Figure 1. Wiring heat map.
Bar = 100 µm. The die is cut into 33 by 33 equal tiles; dark blue is low, red is high, scaled to the fullest tile. Values are wire area over tile area, all layers added.
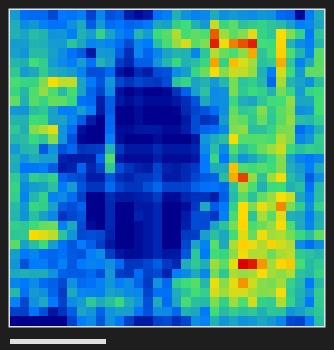
Figure 2. M3 wires.
Bar = 100 µm.
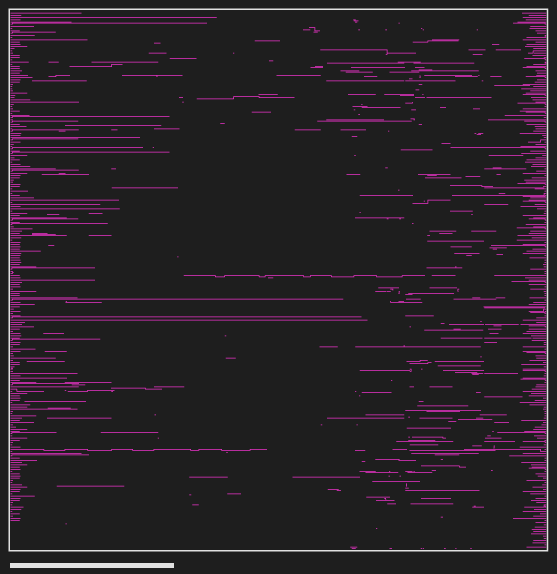
`config.mk`:
```
export PLATFORM = sky130hd
export DESIGN_NAME = smaesh_word_bridge
export DESIGN_NICKNAME = d
export VERILOG_FILES = /design/src/rtl/smaesh_word_bridge.sv
export SDC_FILE = /design/constraint.sdc
export NUM_CORES = 1
export LEC_CHECK = 0
export CAP_MARGIN = 30
export CELL_PAD_IN_SITES_DETAIL_PLACEMENT = 1
export CELL_PAD_IN_SITES_GLOBAL_PLACEMENT = 1
export CORE_AREA = 5 5 323 325
export CTS_CLUSTER_DIAMETER = 120
export DETAILED_ROUTE_END_ITERATION = 6
export DIE_AREA = 0 0 328 330
export PLACE_DENSITY = 0.62
export SKIP_CTS_REPAIR_TIMING = 1
export SLEW_MARGIN = 10
export SYNTH_ARGS = -nofsm -noshare
export SYNTH_HDL_FRONTEND = slang
export SYNTH_SLANG_ARGS = --single-unit
```
`constraint.sdc`:
```
create_clock -name clk -period 17.5 [get_ports clk]
set_input_delay 3.5 -clock clk [delete_from_list [all_inputs] [get_ports clk]]
set_output_delay 3.5 -clock clk [all_outputs]
set_load 0.02 [all_outputs]
```
`src/rtl/smaesh_word_bridge.sv`:
```
// Bridges a 32-bit word stream to the wide shared key/plaintext/ciphertext
// handshakes of the masked AES core, in both directions.
module smaesh_word_bridge #(
    parameter int d = 2
) (
    input  logic             clk,
    input  logic             rst,
    input  logic             din_valid,
    output logic             din_ready,
    input  logic [31:0]      din_data,
    input  logic             din_last,
    output logic             core_in_valid,
    input  logic             core_in_ready,
    output logic [128*d-1:0] core_shares_key,
    output logic [128*d-1:0] core_shares_plaintext,
    input  logic             core_out_valid,
    output logic             core_out_ready,
    input  logic [128*d-1:0] core_shares_ciphertext,
    output logic             dout_valid,
    input  logic             dout_ready,
    output logic [31:0]      dout_data,
    output logic             dout_last,
    output logic             frame_err
);
    localparam int IN_WORDS  = 8 * d;
    localparam int KEY_WORDS = 4 * d;
    localparam int OUT_WORDS = 4 * d;
    localparam int WCW       = $clog2(IN_WORDS);
    localparam int OCW       = $clog2(OUT_WORDS);

    typedef enum logic {LOAD, PRESENT} in_state_t;
    typedef enum logic {EMPTY, SEND} out_state_t;

    in_state_t      in_state_reg, in_state_next;
    logic [WCW-1:0] wcnt_reg, wcnt_next;
    logic           frame_err_reg, frame_err_next;
    logic           at_end;
    logic           word_wr;
    logic [31:0]    in_word_reg [IN_WORDS];

    out_state_t     out_state_reg, out_state_next;
    logic [OCW-1:0] ocnt_reg, ocnt_next;
    logic           capture;
    logic [31:0]    out_word_reg [OUT_WORDS];

    // ------------------------------------------------------------------
    // Input path
    // ------------------------------------------------------------------
    assign at_end = (wcnt_reg == WCW'(IN_WORDS - 1));
    // Words of a frame that is already known to be malformed are not stored.
    assign word_wr = (in_state_reg == LOAD) && din_valid && (din_last == at_end);

    always_ff @(posedge clk) begin
        if (rst) begin
            in_state_reg  <= LOAD;
            wcnt_reg      <= '0;
            frame_err_reg <= 1'b0;
        end else begin
            in_state_reg  <= in_state_next;
            wcnt_reg      <= wcnt_next;
            frame_err_reg <= frame_err_next;
        end
    end

    always_comb begin
        in_state_next  = in_state_reg;
        wcnt_next      = wcnt_reg;
        frame_err_next = 1'b0;
        din_ready      = 1'b0;
        core_in_valid  = 1'b0;
        case (in_state_reg)
            LOAD: begin
                din_ready = 1'b1;
                if (din_valid) begin
                    if (at_end || din_last) begin
                        wcnt_next      = '0;
                        frame_err_next = (din_last != at_end);
                        if (din_last && at_end)
                            in_state_next = PRESENT;
                    end else begin
                        wcnt_next = wcnt_reg + WCW'(1);
                    end
                end
            end
            PRESENT: begin
                core_in_valid = 1'b1;
                if (core_in_ready)
                    in_state_next = LOAD;
            end
            default: in_state_next = LOAD;
        endcase
    end

    genvar gi;
    generate
        for (gi = 0; gi < IN_WORDS; gi++) begin : g_in_word
            always_ff @(posedge clk) begin
                if (rst)
                    in_word_reg[gi] <= '0;
                else if (word_wr && wcnt_reg == WCW'(gi))
                    in_word_reg[gi] <= din_data;
            end
            if (gi < KEY_WORDS) begin : g_key
                assign core_shares_key[32*gi +: 32] = in_word_reg[gi];
            end else begin : g_pt
                assign core_shares_plaintext[32*(gi-KEY_WORDS) +: 32] = in_word_reg[gi];
            end
        end
    endgenerate

    assign frame_err = frame_err_reg;

    // ------------------------------------------------------------------
    // Output path
    // ------------------------------------------------------------------
    assign capture = (out_state_reg == EMPTY) && core_out_valid;

    always_ff @(posedge clk) begin
        if (rst) begin
            out_state_reg <= EMPTY;
            ocnt_reg      <= '0;
        end else begin
            out_state_reg <= out_state_next;
            ocnt_reg      <= ocnt_next;
        end
    end

    always_comb begin
        out_state_next = out_state_reg;
        ocnt_next      = ocnt_reg;
        core_out_ready = 1'b0;
        dout_valid     = 1'b0;
        dout_last      = 1'b0;
        case (out_state_reg)
            EMPTY: begin
                core_out_ready = 1'b1;
                if (core_out_valid) begin
                    out_state_next = SEND;
                    ocnt_next      = '0;
                end
            end
            SEND: begin
                dout_valid = 1'b1;
                dout_last  = (ocnt_reg == OCW'(OUT_WORDS - 1));
                if (dout_ready) begin
                    if (dout_last) begin
                        out_state_next = EMPTY;
                        ocnt_next      = '0;
                    end else begin
                        ocnt_next = ocnt_reg + OCW'(1);
                    end
                end
            end
            default: out_state_next = EMPTY;
        endcase
    end

    generate
        for (gi = 0; gi < OUT_WORDS; gi++) begin : g_out_word
            always_ff @(posedge clk) begin
                if (rst)
                    out_word_reg[gi] <= '0;
                else if (capture)
                    out_word_reg[gi] <= core_shares_ciphertext[32*gi +: 32];
            end
        end
    endgenerate

    assign dout_data = out_word_reg[ocnt_reg];

endmodule

```
==> deck_impl_summary.md <==
Run Summary

Status
  – Outcome: completed

Routing
  – DR WL met2: 58.3 mm
  – Wire per inst: 27.2 µm
  – ANT nets after route: 0
  – Drt pass-1 iters: 5
  – Met3 WL: 9.96 mm
  – M1 WL: 43.0 mm
  – 1st-iter DRT viols: 1909
  – Via-to-Cell Ratio: 4.67
  – Top sig layer: met5

Final layout
  – Comb_multi_in: 1063
  – Logic area: 6650 µm²
  – Final instance area: 43300 µm²
  – Flip-flops: 781
  – Seq. cell area: 23300 µm²
  – Largest class: flip-flops and latches
  – Data buffer area share: 20.6%
  – Max reg flops: 512
  – Fraction of layout instances using a drive strength above 1: 7.84%
  – Finished Layout Cells: 4256
  – Fin util: 42.8%
  – Seq/total area: 53.9%
  – Most frequent cells in the layout: clkdlybuf4s50_1, edfxtp_1, nor2_1
  – Layout area overhead: 42.1%
  – Nets@finish: 3120
  – Final-layout clock buffer total: 109
  – Logic share of the area: 15.4%
  – Layout filler cell count: 10200
  – Final-layout clock-cell area share: 6.12%

Logic synthesis
  – Max-area cell share: 75.7%
  – Most common cell in the netlist: edfxtp_1
  – Post-Syn Area: 30500 µm²
  – Commonest cells post-synth: edfxtp_1, nor2_1, and2_1
  – Synth cell types: 34
  – Yosys reg bits: 781
  – MUX area fraction: 6.68%
  – Syn_area_per_cell: 15.4 µm²
  – And+or+nand+nor area frac: 13.9%
  – Logic family by area: simple AND/OR/NAND/NOR gates
  – Adder Share, Synth: 0.328%
  – Post-Synth AOI/OAI Area: 0.632%
  – Post-synth area hogs: edfxtp_1, nor2_1, and2_1
  – Ys flop type: edfxtp_1
  – Post-synth EDFFs: 768
  – Seq/Total Area, Yosys: 76.5%
  – Yosys Chip Area: 30500 µm²

Final timing
  – Final setup fails: 0
  – RSZ-0062 raised after global routing: false
  – Period utilisation layout: 40.7%
  – Fin Setup TNS: 0 ns
  – Slew margin rel.: 36.4%
  – Post-route minimum period: 7.12 ns
  – Max-slew violation count: 0

Hold path
  – Hold Crit Start: wcnt_reg[1]
  – HP Class: register to register
  – Number of cells on the worst hold path: 2

Setup path
  – Type of origin of the critical path: register
  – Slowest cell on crit path: buf_4
  – RR Startpoint: wcnt_reg[0]
  – Worst Setup EP: dout_data[6]
  – Setup Crit Path Kind: register to primary output
  – R2R cell count: 6
  – Crit path cell chain: buf_4, mux4_1, mux2_4, clkdlybuf4s50_1
  – WP buf/inv: 2
  – Req. time, crit path: 14.00 ns
  – Worst R2R End: in_word_reg[0][74]
  – R2r setup slk: 14.19 ns
  – Max FO, Critical Path: 44
  – CP Depth: 4
  – Data arrival, critical path: 3.62 ns

Pwr
  – Maximum VDD drop: 58.9 µV
  – Leading power group: registers
  – Tot Pwr: 4330 µW
  – Psw: 987 µW
  – Switching Fraction: 22.8%
  – Comb pwr share: 9.6%
  – Int Pwr: 3350 µW
  – Clock group: 1730 µW
  – Comb pwr: 416 µW
  – PwrDens: 100 nW/µm²
  – P_seq: 2180 µW
  – Sequential share of power: 50.4%
  – Share of total power in the clock network: 40.0%

Place
  – Placed inst area: 40500 µm²
  – PortBufs: 844
  – Placed cell count: 4095
  – Post-Place Setup Slack: 10.42 ns
  – Detailed Place HPWL: 85.6 mm

Job
  – Tool warning count: 36
  – Max-cap violations: 0

Global routing
  – Largest net degree at the start of global routing: 146
  – Gr busiest metal: met2
  – Total GRT Usage: 20.5%
  – Met2 Use GR: 35.8%
  – Remaining global-route overflow: 0
  – Vias in the first global route: 20700
  – Initial antenna violation count: 14

Die
  – Row cnt: 117
  – Top Ports: 845
  – Tapcells inserted: 1368
  – Die X: 328 µm
  – Die Height: 330 µm
  – Fp_density: 30.1%
  – Chip area: 108000 µm²

CTS
  – CTS H-tree depth: 3
  – Worst-path clk slew: 0.06 ns
  – Clock Sinks: 781
  – TritonCTS buffer count: 83
  – Clk latency late pin: 0.64 ns
  – CTS Root Cell: clkbuf_16
  – CTS tree: built
  – CTS max path bufs: 3
-- Figure 1 (at the start) --
emptiest ninth of the die: middle
nearly empty tiles: 5.7%
mean over tiles: 0.18
densest ninth of the die: bottom right
tiles over half the peak: 20%
fullest tile: 0.54

-- Figure 2 (at the start) --
share of all routed wire: 8.6%
longest straight run: 218 µm
DR vias: 19900
M3 GR Usage: 5.59%
Total Routed Length: 116 mm

Power figures rest on the tool's default switching activity, not on a simulated workload.
